===== config.mk =====
export PLATFORM = sky130hd
export DESIGN_NAME = axil_vdma_reg_slave
export DESIGN_NICKNAME = d
export VERILOG_FILES = /design/src/rtl/vdma_reg_pkg.sv /design/src/rtl/axil_vdma_reg_slave.sv
export SDC_FILE = /design/constraint.sdc
export NUM_CORES = 1
export LEC_CHECK = 0
export ABC_AREA = 1
export CELL_PAD_IN_SITES_DETAIL_PLACEMENT = 0
export CELL_PAD_IN_SITES_GLOBAL_PLACEMENT = 1
export CORE_MARGIN = 1.5
export CORE_UTILIZATION = 30
export CTS_BUF_LIST = sky130_fd_sc_hd__clkbuf_8
export DETAILED_ROUTE_END_ITERATION = 10
export GPL_TIMING_DRIVEN = 1
export PLACE_DENSITY = 0.92
export SYNTH_ARGS = -nofsm -noshare
export SYNTH_HDL_FRONTEND = slang
export SYNTH_SLANG_ARGS = --single-unit

===== constraint.sdc =====
create_clock -name S_AXI_ACLK -period 6.3 [get_ports S_AXI_ACLK]
set_input_delay 0.63 -clock S_AXI_ACLK [delete_from_list [all_inputs] [get_ports S_AXI_ACLK]]
set_output_delay 0.63 -clock S_AXI_ACLK [all_outputs]
set_load 0.02 [all_outputs]

===== src/rtl/vdma_reg_pkg.sv =====
// Register map, response codes, field widths and FSM state types for the VDMA AXI-Lite slave.
// Optional STRIDE register is present only when VDMA_STRIDE_REG_EN is defined.
package vdma_reg_pkg;

  localparam logic [7:0] ADDR_VDMACR = 8'h30;
  localparam logic [7:0] ADDR_VDMASR = 8'h34;
  localparam logic [7:0] ADDR_VSIZE  = 8'hA0;
  localparam logic [7:0] ADDR_HSIZE  = 8'hA4;
  localparam logic [7:0] ADDR_STRIDE = 8'hA8;

  localparam logic [1:0] RESP_OKAY   = 2'b00;
  localparam logic [1:0] RESP_SLVERR = 2'b10;

  localparam int VSIZE_W  = 13;
  localparam int HSIZE_W  = 16;
  localparam int STRIDE_W = 16;

  typedef enum logic [1:0] {W_IDLE, W_WAIT_DATA, W_WAIT_ADDR, W_RESP} w_state_t;
  typedef enum logic {R_IDLE, R_DATA} r_state_t;

  function automatic logic addr_mapped(input logic [7:0] a);
    case (a)
      ADDR_VDMACR, ADDR_VDMASR, ADDR_VSIZE, ADDR_HSIZE: return 1'b1;
`ifdef VDMA_STRIDE_REG_EN
      ADDR_STRIDE: return 1'b1;
`endif
      default: return 1'b0;
    endcase
  endfunction

  function automatic logic [31:0] apply_strb(input logic [31:0] old_val,
                                             input logic [31:0] new_val,
                                             input logic [3:0]  strb);
    logic [31:0] r;
    r = old_val;
    for (int b = 0; b < 4; b++)
      if (strb[b]) r[8*b +: 8] = new_val[8*b +: 8];
    return r;
  endfunction

endpackage


===== src/rtl/axil_vdma_reg_slave.sv =====
// AXI4-Lite register slave for the VDMA MM2S configuration registers.
// Define VDMA_STRIDE_REG_EN to add the STRIDE register at 0xA8.
module axil_vdma_reg_slave
  import vdma_reg_pkg::*;
#(
  parameter int AXI_ADDR_WIDTH = 32,
  parameter int AXI_DATA_WIDTH = 32
) (
  input  logic                        S_AXI_ACLK,
  input  logic                        S_AXI_ARESETN,
  input  logic [AXI_ADDR_WIDTH-1:0]   S_AXI_AWADDR,
  input  logic [2:0]                  S_AXI_AWPROT,
  input  logic                        S_AXI_AWVALID,
  output logic                        S_AXI_AWREADY,
  input  logic [AXI_DATA_WIDTH-1:0]   S_AXI_WDATA,
  input  logic [AXI_DATA_WIDTH/8-1:0] S_AXI_WSTRB,
  input  logic                        S_AXI_WVALID,
  output logic                        S_AXI_WREADY,
  output logic [1:0]                  S_AXI_BRESP,
  output logic                        S_AXI_BVALID,
  input  logic                        S_AXI_BREADY,
  input  logic [AXI_ADDR_WIDTH-1:0]   S_AXI_ARADDR,
  input  logic [2:0]                  S_AXI_ARPROT,
  input  logic                        S_AXI_ARVALID,
  output logic                        S_AXI_ARREADY,
  output logic [AXI_DATA_WIDTH-1:0]   S_AXI_RDATA,
  output logic [1:0]                  S_AXI_RRESP,
  output logic                        S_AXI_RVALID,
  input  logic                        S_AXI_RREADY,
  output logic                        cfg_run,
  output logic                        cfg_circular,
  output logic [HSIZE_W-1:0]          cfg_hsize,
  output logic [VSIZE_W-1:0]          cfg_vsize,
  output logic [STRIDE_W-1:0]         cfg_stride,
  output logic                        cfg_start
);

  w_state_t              w_state_reg;
  r_state_t              r_state_reg;
  logic [7:0]            aw_addr_reg;
  logic [31:0]           w_data_reg;
  logic [3:0]            w_strb_reg;
  logic [1:0]            bresp_reg;
  logic [31:0]           rdata_reg;
  logic [1:0]            rresp_reg;
  logic                  run_reg;
  logic                  circ_reg;
  logic [VSIZE_W-1:0]    vsize_reg;
  logic [HSIZE_W-1:0]    hsize_reg;
  logic                  start_reg;

  logic                  wr_commit;
  logic [7:0]            wr_addr;
  logic [31:0]           wr_data;
  logic [3:0]            wr_strb;
  logic [31:0]           wr_cur;
  logic [31:0]           wr_merged;
  logic [31:0]           rd_word;

  // Commit uses whichever half arrives live this cycle, the other half from the latches.
  always_comb begin
    wr_commit = 1'b0;
    wr_addr   = S_AXI_AWADDR[7:0];
    wr_data   = S_AXI_WDATA;
    wr_strb   = S_AXI_WSTRB;
    case (w_state_reg)
      W_IDLE:      wr_commit = S_AXI_AWVALID & S_AXI_WVALID;
      W_WAIT_DATA: begin wr_commit = S_AXI_WVALID;  wr_addr = aw_addr_reg; end
      W_WAIT_ADDR: begin wr_commit = S_AXI_AWVALID; wr_data = w_data_reg; wr_strb = w_strb_reg; end
      default: ;
    endcase
  end

  always_ff @(posedge S_AXI_ACLK or negedge S_AXI_ARESETN) begin
    if (!S_AXI_ARESETN) begin
      w_state_reg <= W_IDLE;
      aw_addr_reg <= '0;
      w_data_reg  <= '0;
      w_strb_reg  <= '0;
      bresp_reg   <= RESP_OKAY;
    end else begin
      if (wr_commit) bresp_reg <= addr_mapped(wr_addr) ? RESP_OKAY : RESP_SLVERR;
      case (w_state_reg)
        W_IDLE: begin
          if (S_AXI_AWVALID && S_AXI_WVALID) begin
            w_state_reg <= W_RESP;
          end else if (S_AXI_AWVALID) begin
            aw_addr_reg <= S_AXI_AWADDR[7:0];
            w_state_reg <= W_WAIT_DATA;
          end else if (S_AXI_WVALID) begin
            w_data_reg  <= S_AXI_WDATA;
            w_strb_reg  <= S_AXI_WSTRB;
            w_state_reg <= W_WAIT_ADDR;
          end
        end
        W_WAIT_DATA: if (S_AXI_WVALID)  w_state_reg <= W_RESP;
        W_WAIT_ADDR: if (S_AXI_AWVALID) w_state_reg <= W_RESP;
        W_RESP:      if (S_AXI_BREADY)  w_state_reg <= W_IDLE;
        default:     w_state_reg <= W_IDLE;
      endcase
    end
  end

  always_comb begin
    wr_cur = '0;
    case (wr_addr)
      ADDR_VDMACR: wr_cur = {30'd0, circ_reg, run_reg};
      ADDR_VSIZE:  wr_cur = {{(32-VSIZE_W){1'b0}}, vsize_reg};
      ADDR_HSIZE:  wr_cur = {{(32-HSIZE_W){1'b0}}, hsize_reg};
`ifdef VDMA_STRIDE_REG_EN
      ADDR_STRIDE: wr_cur = {{(32-STRIDE_W){1'b0}}, cfg_stride};
`endif
      default: ;
    endcase
    wr_merged = apply_strb(wr_cur, wr_data, wr_strb);
  end

`ifdef VDMA_STRIDE_REG_EN
  logic [STRIDE_W-1:0] stride_reg;
  assign cfg_stride = stride_reg;
`else
  assign cfg_stride = hsize_reg;
`endif

  always_ff @(posedge S_AXI_ACLK or negedge S_AXI_ARESETN) begin
    if (!S_AXI_ARESETN) begin
      run_reg    <= 1'b0;
      circ_reg   <= 1'b0;
      vsize_reg  <= '0;
      hsize_reg  <= '0;
      start_reg  <= 1'b0;
`ifdef VDMA_STRIDE_REG_EN
      stride_reg <= '0;
`endif
    end else begin
      start_reg <= 1'b0;
      if (wr_commit) begin
        case (wr_addr)
          ADDR_VDMACR: begin
            // Soft reset wins over the RS/Circular bits written alongside it.
            if (wr_merged[2]) begin
              run_reg    <= 1'b0;
              circ_reg   <= 1'b0;
              vsize_reg  <= '0;
              hsize_reg  <= '0;
`ifdef VDMA_STRIDE_REG_EN
              stride_reg <= '0;
`endif
            end else begin
              run_reg  <= wr_merged[0];
              circ_reg <= wr_merged[1];
            end
          end
          ADDR_VSIZE: begin
            vsize_reg <= wr_merged[VSIZE_W-1:0];
            start_reg <= run_reg && (wr_merged[VSIZE_W-1:0] != '0);
          end
          ADDR_HSIZE:  hsize_reg  <= wr_merged[HSIZE_W-1:0];
`ifdef VDMA_STRIDE_REG_EN
          ADDR_STRIDE: stride_reg <= wr_merged[STRIDE_W-1:0];
`endif
          default: ;
        endcase
      end
    end
  end

  always_comb begin
    rd_word = '0;
    case (S_AXI_ARADDR[7:0])
      ADDR_VDMACR: rd_word = {30'd0, circ_reg, run_reg};
      ADDR_VDMASR: rd_word = {31'd0, ~run_reg};
      ADDR_VSIZE:  rd_word = {{(32-VSIZE_W){1'b0}}, vsize_reg};
      ADDR_HSIZE:  rd_word = {{(32-HSIZE_W){1'b0}}, hsize_reg};
`ifdef VDMA_STRIDE_REG_EN
      ADDR_STRIDE: rd_word = {{(32-STRIDE_W){1'b0}}, cfg_stride};
`endif
      default: ;
    endcase
  end

  always_ff @(posedge S_AXI_ACLK or negedge S_AXI_ARESETN) begin
    if (!S_AXI_ARESETN) begin
      r_state_reg <= R_IDLE;
      rdata_reg   <= '0;
      rresp_reg   <= RESP_OKAY;
    end else begin
      case (r_state_reg)
        R_IDLE: if (S_AXI_ARVALID) begin
          rdata_reg   <= rd_word;
          rresp_reg   <= addr_mapped(S_AXI_ARADDR[7:0]) ? RESP_OKAY : RESP_SLVERR;
          r_state_reg <= R_DATA;
        end
        R_DATA:  if (S_AXI_RREADY) r_state_reg <= R_IDLE;
        default: r_state_reg <= R_IDLE;
      endcase
    end
  end

  assign S_AXI_AWREADY = (w_state_reg == W_IDLE) || (w_state_reg == W_WAIT_ADDR);
  assign S_AXI_WREADY  = (w_state_reg == W_IDLE) || (w_state_reg == W_WAIT_DATA);
  assign S_AXI_BVALID  = (w_state_reg == W_RESP);
  assign S_AXI_BRESP   = bresp_reg;
  assign S_AXI_ARREADY = (r_state_reg == R_IDLE);
  assign S_AXI_RVALID  = (r_state_reg == R_DATA);
  assign S_AXI_RDATA   = rdata_reg;
  assign S_AXI_RRESP   = rresp_reg;

  assign cfg_run      = run_reg;
  assign cfg_circular = circ_reg;
  assign cfg_hsize    = hsize_reg;
  assign cfg_vsize    = vsize_reg;
  assign cfg_start    = start_reg;

  logic unused_ok;
  assign unused_ok = ^{S_AXI_AWPROT, S_AXI_ARPROT, S_AXI_AWADDR[AXI_ADDR_WIDTH-1:8],
                       S_AXI_ARADDR[AXI_ADDR_WIDTH-1:8], wr_merged[31:16]};

endmodule


==> GITHUB_STEP_SUMMARY, run 1 <==
## Synthesis and layout report

| Metric | Value |
|---|---|
| Detailed-routed wire length on met2 | 5080 um |
| Residual antenna-violating net count after detailed routing | 0 |
| Top Ports | 202 |
| Total setup violations reported at the end of the flow | 0 |
| Drt first-iter violations | 344 |
| F_max | 0.283 GHz |
| Largest area contributor in the synthesized netlist | sky130_fd_sc_hd__dfrtp_1 |
| Post-CTS setup-driven buffer insertion count | 0 |
| Floorplan-stage core utilization | 30.7% |
| Met1 layer wirelength in the final routing | ~5400 um |
| Count of hold buffers inserted by post-cts repair | 0 |
| Tool warnings | 101 |
| Highest cell delay on the worst timing path | between 0.6 and 0.7 ns |
| Remaining global-route overflow | 0 |
| Fraction of registers with async set or reset after synthesis | 100% |
| RSZ-0062 raised after global routing | no |
| Crit path max-delay cell type | sky130_fd_sc_hd__clkdlybuf4s50_1 |
| Wire length of the first global-routing pass | 19,100 um |
| Core region area | 14,600 um2 |
| Crit-path leading delay family | buffers and inverters |
| Distinct cell type count of the synthesized netlist | 36 |
| Fin crit period | 3.53 ns |
| Wire length on met3 | 811 um |
| Pin count of the biggest net entering global routing | roughly 80 |
| Main flop type after synthesis | sky130_fd_sc_hd__dfrtp_1 |
| Area added between synthesis and finish | 27.6% |
| R2R Setup Slk | between 3 and 4 ns |
| First-pass iteration count of the detailed router | 6 |
| Leakage power total | 0.00271 uW |
| Quantity of gates resized following cts | 0 |
| Number of vias per cell | ~4.7 |
| Skew final | roughly 0.012 ns |
| Via count of the first global-routing pass | 3,763 |
| Synthesized area per cell | ~7.8 um2 |
| Clock Pin Slew Worst Setup and Hold Paths | ~0.08 ns |
| Number of clock sinks | 79 |
| Top sig layer | met4 |
| Root Buffer | sky130_fd_sc_hd__clkbuf_8 |
| Sequential-to-total area share from yosys stat | 44.1% |
| Number of cell rows | between 40 and 50 |
| Worst voltage drop across the vdd grid | 0.118 mV |
| Yosys synthesis chip area | 4490 um2 |
| TritonCTS buffer count | 9 |
| Post-Place Worst Slack | 3.11 ns |
| Fin worst setup slack | roughly 2.8 ns |
| Half-perimeter wire length after placement | 8560 um |
| Post-synth top cells | sky130_fd_sc_hd__nand2_1 (162), sky130_fd_sc_hd__dfrtp_1 (79), sky130_fd_sc_hd__inv_1 (67) |
| Share of post-route cells with drive strength above 1 | 7.15% |
| Data required, critical path | 5.67 ns |
| Arrival time worst endpoint | 2.90 ns |
| Setup TNS Final | 0 ns |
| WS Path Type | reg2out |
| H-tree Lvls | 3 |
| Worst relative slew slack | 28.0% |
| Dominant cells by area after synthesis | sky130_fd_sc_hd__dfrtp_1 (44%), sky130_fd_sc_hd__nand2_1 (14%), sky130_fd_sc_hd__buf_4 (6.2%) |
| Deepest clock path buffer count | 2 |
| Die X | 125 um |
| Routability congestion estimate | 0.854 |
| Count of nets after finishing | 783 |
| Yosys top cell by instances | sky130_fd_sc_hd__nand2_1 |
| Worst-margin pin slew | roughly 1.1 ns |
| Fraction of post-synthesis cell area in the top cell type by area | 44.1% |
| Type of destination of the critical path | primary output |
| Run status | complete, no violations |
| Yosys cell count | a little under 600 |
| Inserted Diodes | 0 |
| Post-route DRC violation count | 0 |
| Synthesis-stage register bit count | 79 |
| Critical-path cell list | inv_1 -> ha_1 -> clkinv_1 -> nand2_1 -> clkdlybuf4s50_1 |
| Netlist Area Pre-Place | 4490 um2 |
| Number of instances in the synthesized netlist | 578 |
| Die area | ~16,000 um2 |
| Clock tree from TritonCTS | done |
| Kind of path behind the tightest hold check | in2async |
| Pins over their slew limit | 0 |
| Antenna violations before repair | 0 |
| Total power divided by cell area | between 300 and 400 nW/um2 |
| Kind of start point of the critical path | flip-flop |
| Final Hold Violation Tally | 0 |
| EDFF count, synth | 0 |
| Number of filler instances in the final layout | 1,517 |
| Share of the cycle needed by the critical path after routing | about 56% |
| Count of maximum capacitance violations | 0 |
| Total of warnings raised by yosys | 0 |
| Count of buffering cells on the critical path with inverters included | 3 |
| Largest driver fanout on the critical path | 19 |
-- run 1: path summary, 6_finish.rpt --
kind | endpoint | depth (start not counted) | startpoint
worst max-delay path | S_AXI_AWREADY | 5 | w_state_reg[0]$_DFFE_PN0P_
worst max register to register | cfg_start$_DFF_PN0_ | 11 | w_state_reg[0]$_DFFE_PN0P_
max in group asynchronous | S_AXI_RRESP[1]$_DFFE_PN0P_ | 1 | S_AXI_ARESETN
worst min-delay path | S_AXI_BRESP[1]$_DFFE_PN0P_ | 1 | S_AXI_ARESETN
min in group S_AXI_ACLK | S_AXI_RDATA[11]$_DFFE_PN0P_ | 2 | S_AXI_RDATA[11]$_DFFE_PN0P_
worst min register to register | S_AXI_RDATA[11]$_DFFE_PN0P_ | 2 | S_AXI_RDATA[11]$_DFFE_PN0P_
-- run 1: power breakdown --
part / total (uW) / internal (uW) / switching, uW
combinational: 965 / 376 / 589
clock: 369 / 167 / 203
sequential: 764 / 655 / 109
-- run 1: cell usage in the layout, fill, tap and decap left out, drive strengths merged, types with 4 or more instances in the layout --
cell           synthesis  final
conb                   1     18
nand3                 50     50
clkinv                 4      5
a21oi                  7      7
o211ai                13     13
o21ai                 60     60
dfrtp                 79     79
o31ai                  8      8
clkbuf                10     11
inv                   73     74
nor2                  28     28
ha                     4      4
clkdlybuf4s50          0    110
o22ai                 18     18
nand2                170    170
-- run 1: kinds of logic (layout without fill, tap and decap cells) --
family	Yosys count	after routing	synth area share [%]
flops	79	79	44.1
other cells	1	18	0.0836
fa+ha+maj	4	4	1.12
compound gates	110	110	14.7
simple gates	252	252	24.7
buf+inv	129	205	14.6
mux	3	3	0.753
-- run 1: area by class of cell --
cell class	instances	area, um2	area share, %
Clock buffer	11	151	2.65
Clock inverter	5	40.0	0.700
Inverter	77	290	5.07
Multi-Input combinational cell	387	1920	33.5
Sequential cell	79	1980	34.6
Tap cell	184	230	4.02
Timing Repair Buffer	112	1120	19.5
-- run 1: layer usage --
layer  vias to the layer above  track usage (%)
met5                         -                0
met4                         0             7.22
met3                        25             3.59
met2                       158             22.7
li1                       1997                -
met1                      1798             20.9
-- run 1: worst register-to-register path, delay by kind of cell (launching register included) --
kind / cells / cell delay (ns)
fa+ha+maj: 1 / 0.56
buf+inv: 2 / 0.72
simple gates: 7 / 0.77
flops: 1 / 0.43
compound gates: 1 / 0.42
-- run 1: metrics by stage --
stage          area [um2]  util (%)  power [uW]  hold WS [ns]  cells
3_5_place_dp         5530      37.9        1740         0.469    839
2_1_floorplan        4550         -        1420         0.334    595
5_1_grt              5720      39.2        2260         0.505    855
6_report             5720      39.2        2100         0.402    855
4_1_cts              5720      39.2        2110         0.468    855
3_3_place_gp         5530      37.9        1730         0.461    839
Run 1, I/O pins on the die edge:
Bar = 50 um. Pins as bars across the die edge, other pins in gray.
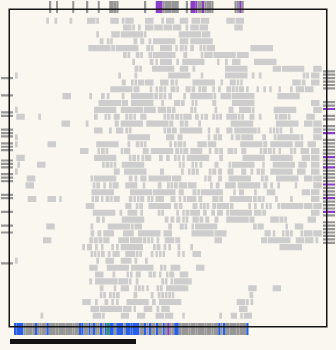
port	color	pins	direction	edge
`S_AXI_WVALID`	green	1	input	bottom
`cfg_hsize`	purple	16	output	8 top, 7 right, 1 bottom
`S_AXI_AWADDR`	blue	32	input	bottom
die height: 125 um
number of port buffers: 111

Run 1, routed metal per tile:
25 x 25 tiles, from white (low) to dark blue (high), scaled to the fullest tile. Values are wire area over tile area, all layers added.
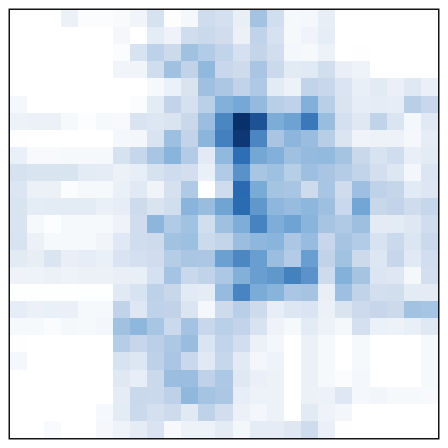
mean over tiles	0.12
tiles over half the peak	4.5%
densest ninth of the die	middle
nearly empty tiles	22%
fullest tile	0.70
overall routed net length: 11,600 um
All-Layer GR Usage: 15.2%
routed wirelength normalized by instance count: 13.5 um
total via count after detailed routing: 3,978

Run 1, clock nets:
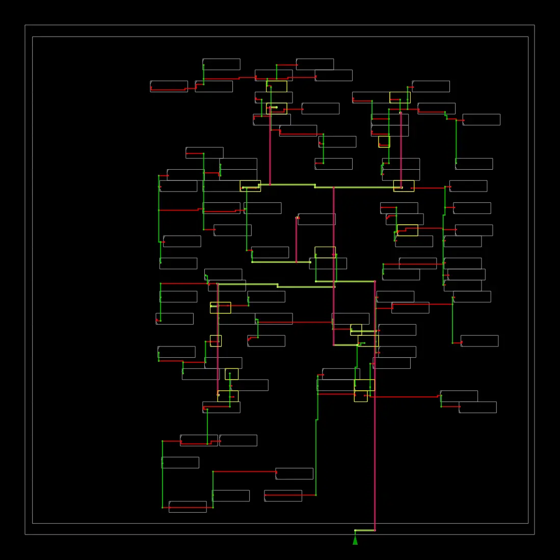
number of clock buffers in the layout: 11
Insertion Delay late pin: 0.37 ns
P_clk: 369 uW

==> run 1 -> run 2 <==
clock period = 3.59 ns   (was 6.3 ns; I/O delays follow)
Run 2, layout detail:
Bar = 5 um. Region (53, 78) to (73, 98) um. Cells in gray, sequential cells in the stronger gray; small squares are vias.
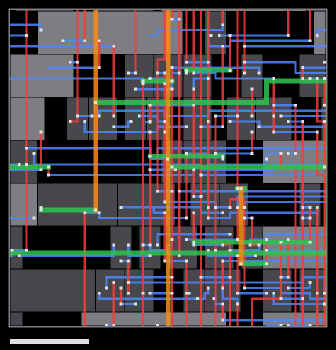
layer	color
metal 3	green
metal 2	red
metal 1	blue
metal 4	orange
cells with their middle in the window	33
most frequent	nand3_1 (7), nand2_1 (6)
netlist names of flops here include	`cfg_hsize` (1)
sequential cells in the window	1

==> run 2 against run 1 <==
  * First-iteration DRC count shrank 1.7%
  * Core utilization grew 0.46 points
  * Global-route usage shrank 0.27 points
  * Register-to-register slack lost 2.6 ns
  * Total power grew 82%
  * Critical endpoint is now cfg_vsize[3]$_DFFE_PN0P_
==> GITHUB_STEP_SUMMARY, run 2 <==
## Synthesis and layout report

| Metric | Value |
|---|---|
| Drt first-iter violations | 338 (was 344) |
| Inserted Diodes | 0 (unchanged) |
| EDFF count, synth | 0 (unchanged) |
| Critical-path cell list | inv_1 -> ha_1 -> inv_2 -> nand2_1 -> nand2_1 -> nand2_2 -> nor2_4 -> nand2_4 -> inv_2 -> nand2_1 -> nand2_1 -> nand2_4 -> inv_2 -> nand3_1 -> o21ai_0 (was inv_1 -> ha_1 -> clkinv_1 -> nand2_1 -> clkdlybuf4s50_1) |
| Worst path depth | 15 (was 5) |
| Dominant cells by area after synthesis | sky130_fd_sc_hd__dfrtp_1 (44%), sky130_fd_sc_hd__nand2_1 (14%), sky130_fd_sc_hd__buf_4 (6.2%) (unchanged) |
| Yosys cell count | 578 (unchanged) |
| Leakage power total | 0.00276 uW (was 0.00271 uW) |
| Share of post-route cells with drive strength above 1 | 7.70% (was 7.15%) |
| F_max | 0.344 GHz |
| Top Ports | 202 (unchanged) |
| Root Buffer | sky130_fd_sc_hd__clkbuf_8 (unchanged) |
| Post-CTS setup-driven buffer insertion count | 0 (unchanged) |
| Area added between synthesis and finish | 29.1% (was 27.6%) |
| Worst-margin pin slew | 1.02 ns (was 1.08 ns) |
| Clock Pin Slew Worst Setup and Hold Paths | 0.08 ns (about the same) |
| Tool warnings | 101 (unchanged) |
| Proportion of power drawn by flip-flops and latches | 35.1% (was 36.4%) |
| Arrival time worst endpoint | 3.19 ns (was 2.90 ns) |
| Part of the power in the clock network | 19.8% (was 17.6%) |
| Type of destination of the critical path | flip-flop (was primary output) |
| Pins over their slew limit | 0 (unchanged) |
| Largest driver fanout on the critical path | 21 (was 19) |
| Count of buffering cells on the critical path with inverters included | 4 (was 3) |
| Floorplan-stage core utilization | 30.7% (unchanged) |
| Post-route DRC violation count | 0 (unchanged) |
| Worst voltage drop across the vdd grid | 0.215 mV (was 0.118 mV) |
| Crit path max-delay cell type | sky130_fd_sc_hd__nor2_4 (was sky130_fd_sc_hd__clkdlybuf4s50_1) |
| Distinct cell type count of the synthesized netlist | 36 (unchanged) |
| Number of port buffers | 111 (unchanged) |
| Largest area contributor in the synthesized netlist | sky130_fd_sc_hd__dfrtp_1 (unchanged) |
| All-Layer GR Usage | 15.0% (was 15.2%) |
| Insertion Delay late pin | 0.36 ns (was 0.37 ns) |
| Most frequent logic cell in the layout | sky130_fd_sc_hd__nand2_1 (unchanged) |
| Worst relative slew slack | 31.8% (was 28.0%) |
| Number of clock sinks | 79 (unchanged) |
| Data required, critical path | 3.87 ns (was 5.67 ns) |
| Pin count of the biggest net entering global routing | 80 (unchanged) |
| First-pass iteration count of the detailed router | 5 (was 6) |
| Die height | 125 um (unchanged) |
| Fraction of registers with async set or reset after synthesis | 100% (unchanged) |
| Wire length of the first global-routing pass | 19,100 um (about the same) |
| Switching power total | 1580 uW (was 900 uW) |
| Most frequent CP cell | sky130_fd_sc_hd__nand2_1 |
| Combinational group share of total power | 45.0% (was 46.0%) |
| Cell area after layout | 5790 um2 (was 5720 um2) |
| Post-synth top cells | sky130_fd_sc_hd__nand2_1 (162), sky130_fd_sc_hd__dfrtp_1 (79), sky130_fd_sc_hd__inv_1 (67) (unchanged) |
| Internal portion of total power | 2240 uW (was 1200 uW) |
| Main flop type after synthesis | sky130_fd_sc_hd__dfrtp_1 (unchanged) |
| Netlist Area Pre-Place | 4490 um2 (unchanged) |
| Total via count after detailed routing | 3,979 (was 3,978) |
| Core region area | 14,600 um2 (unchanged) |
| Yosys synthesis chip area | 4490 um2 (unchanged) |
| Count of nets after finishing | 787 (was 783) |
| Number of cell rows | 44 (unchanged) |
| RSZ-0062 raised after global routing | no (unchanged) |
| Setup TNS Final | 0 ns (unchanged) |
| Synthesis-stage register bit count | 79 (unchanged) |
| Count of maximum capacitance violations | 0 (unchanged) |
| Clock tree from TritonCTS | done (unchanged) |
| Commonest cells after routing, fill and taps aside | sky130_fd_sc_hd__nand2_1 (162), sky130_fd_sc_hd__clkdlybuf4s50_1 (110), sky130_fd_sc_hd__dfrtp_1 (79) (unchanged) |
| Fraction of post-synthesis cell area in the top cell type by area | 44.1% (unchanged) |
| Skew final | 0.0116 ns (was 0.0122 ns) |
| Yosys top cell by instances | sky130_fd_sc_hd__nand2_1 (unchanged) |
| Number of filler instances in the final layout | 1,480 (was 1,517) |
| Total power divided by cell area | 660 nW/um2 (was 367 nW/um2) |
| H-tree Lvls | 3 (unchanged) |
| Run status | complete, no violations (unchanged) |
| Routed wirelength normalized by instance count | 13.6 um (was 13.5 um) |
| Share of the cycle needed by the critical path after routing | 81.0% |
| Via count of the first global-routing pass | 3,731 (was 3,763) |
| Count of hold buffers inserted by post-cts repair | 0 (unchanged) |
| WS Path Type | reg2reg (was reg2out) |
| Quantity of gates resized following cts | 0 (unchanged) |
| Deepest clock path buffer count | 2 (unchanged) |
| Residual antenna-violating net count after detailed routing | 0 (unchanged) |
| Die X | 125 um (unchanged) |
| Total of warnings raised by yosys | 0 (unchanged) |
| Synthesized area per cell | 7.76 um2 (unchanged) |
| Remaining global-route overflow | 0 (unchanged) |
| Kind of start point of the critical path | flip-flop (unchanged) |
| Sequential-to-total area share from yosys stat | 44.1% (unchanged) |
| Number of vias per cell | 4.63 (was 4.65) |
| TritonCTS buffer count | 9 (unchanged) |
| Crit-path leading delay family | simple AND/OR/NAND/NOR gates (was buffers and inverters) |
| Highest cell delay on the worst timing path | 0.48 ns (was 0.63 ns) |
| Path depth of the worst reg2reg path | 15 (was 11) |
| Overall routed net length | 11,600 um (about the same) |
| Half-perimeter wire length after placement | 8650 um (was 8560 um) |
| Antenna violations before repair | 0 (unchanged) |
| Switch share | 41.4% (was 42.9%) |
| Final Hold Violation Tally | 0 (unchanged) |
| Fin crit period | 2.91 ns |
| Area of placed instances | 5560 um2 (was 5530 um2) |
| Total setup violations reported at the end of the flow | 0 (unchanged) |
| Routability congestion estimate | 0.847 (was 0.854) |
| Kind of path behind the tightest hold check | in2async (unchanged) |
| Die area | 15,700 um2 (unchanged) |
| Number of instances in the synthesized netlist | 578 (unchanged) |
[run 2: layer usage]
layer  global-route usage, %  routed length (um)  vias up
li1                        -                   -     2002
met1                    21.3                5750     1830
met2                    22.9                5080      131
met3                    2.70                 610       16
met4                    5.08                 208        0
met5                       0                   0        -
[run 2: cell type report]
class                      count  area (um2)  area share [%]
sequential                    79        1980            34.1
tap                          184         230            3.98
inverter                      77         290            5.01
timing repair buffer         116        1150            19.8
multi-input combinational    387        1920            33.1
clock inverter                 6        91.3            1.58
clock buffer                  10         138            2.38
[run 2: path summary, 6_finish.rpt]
| kind | end | slack, ns | start |
|---|---|---|---|
| max | cfg_vsize[3]$_DFFE_PN0P_ | 0.68 | w_state_reg[1]$_DFFE_PN0P_ |
| min | aw_addr_reg[3]$_DFFE_PN0P_ | 0.14 | S_AXI_ARESETN |
| max reg2reg | cfg_vsize[3]$_DFFE_PN0P_ | 0.68 | w_state_reg[1]$_DFFE_PN0P_ |
| min reg2reg | w_data_reg[14]$_DFFE_PN0P_ | 0.48 | w_data_reg[14]$_DFFE_PN0P_ |
| max in group asynchronous | S_AXI_RVALID$_DFF_PN0_ | 2.77 | S_AXI_ARESETN |
| min in group S_AXI_ACLK | w_data_reg[14]$_DFFE_PN0P_ | 0.48 | w_data_reg[14]$_DFFE_PN0P_ |
[run 2: power by group through the flow]
stage               Sequential, uW  Clock [uW]  Combinational [uW]
global placement              1350           0                1710
CTS                           1340         777                1730
global route                  1390         821                1900
detailed placement            1360           0                1720
finish                        1340         758                1720
floorplan                     1430           0                1060
[run 2: logic make-up after synthesis]
kind of cell / count (synthesis) / share of synthesized area (%)
compound gates: 110 / 14.7
fa+ha+maj: 4 / 1.12
buf+inv: 129 / 14.6
flops: 79 / 44.1
mux: 3 / 0.753
other cells: 1 / 0.0836
simple gates: 252 / 24.7
[run 2: through the flow]
stage          hold slack, ns  setup slack [ns]  cells  utilization, %  power, uW
2_1_floorplan          0.0634              1.55    595               -       2490
3_3_place_gp            0.462             0.735    843            38.1       3050
3_5_place_dp            0.466             0.741    843            38.1       3080
4_1_cts                 0.211             0.669    859            39.7       3850
5_1_grt                 0.231             0.416    859            39.7       4110
6_report                0.137             0.681    859            39.7       3820
Power figures rest on the tool's default switching activity, not on a simulated workload.
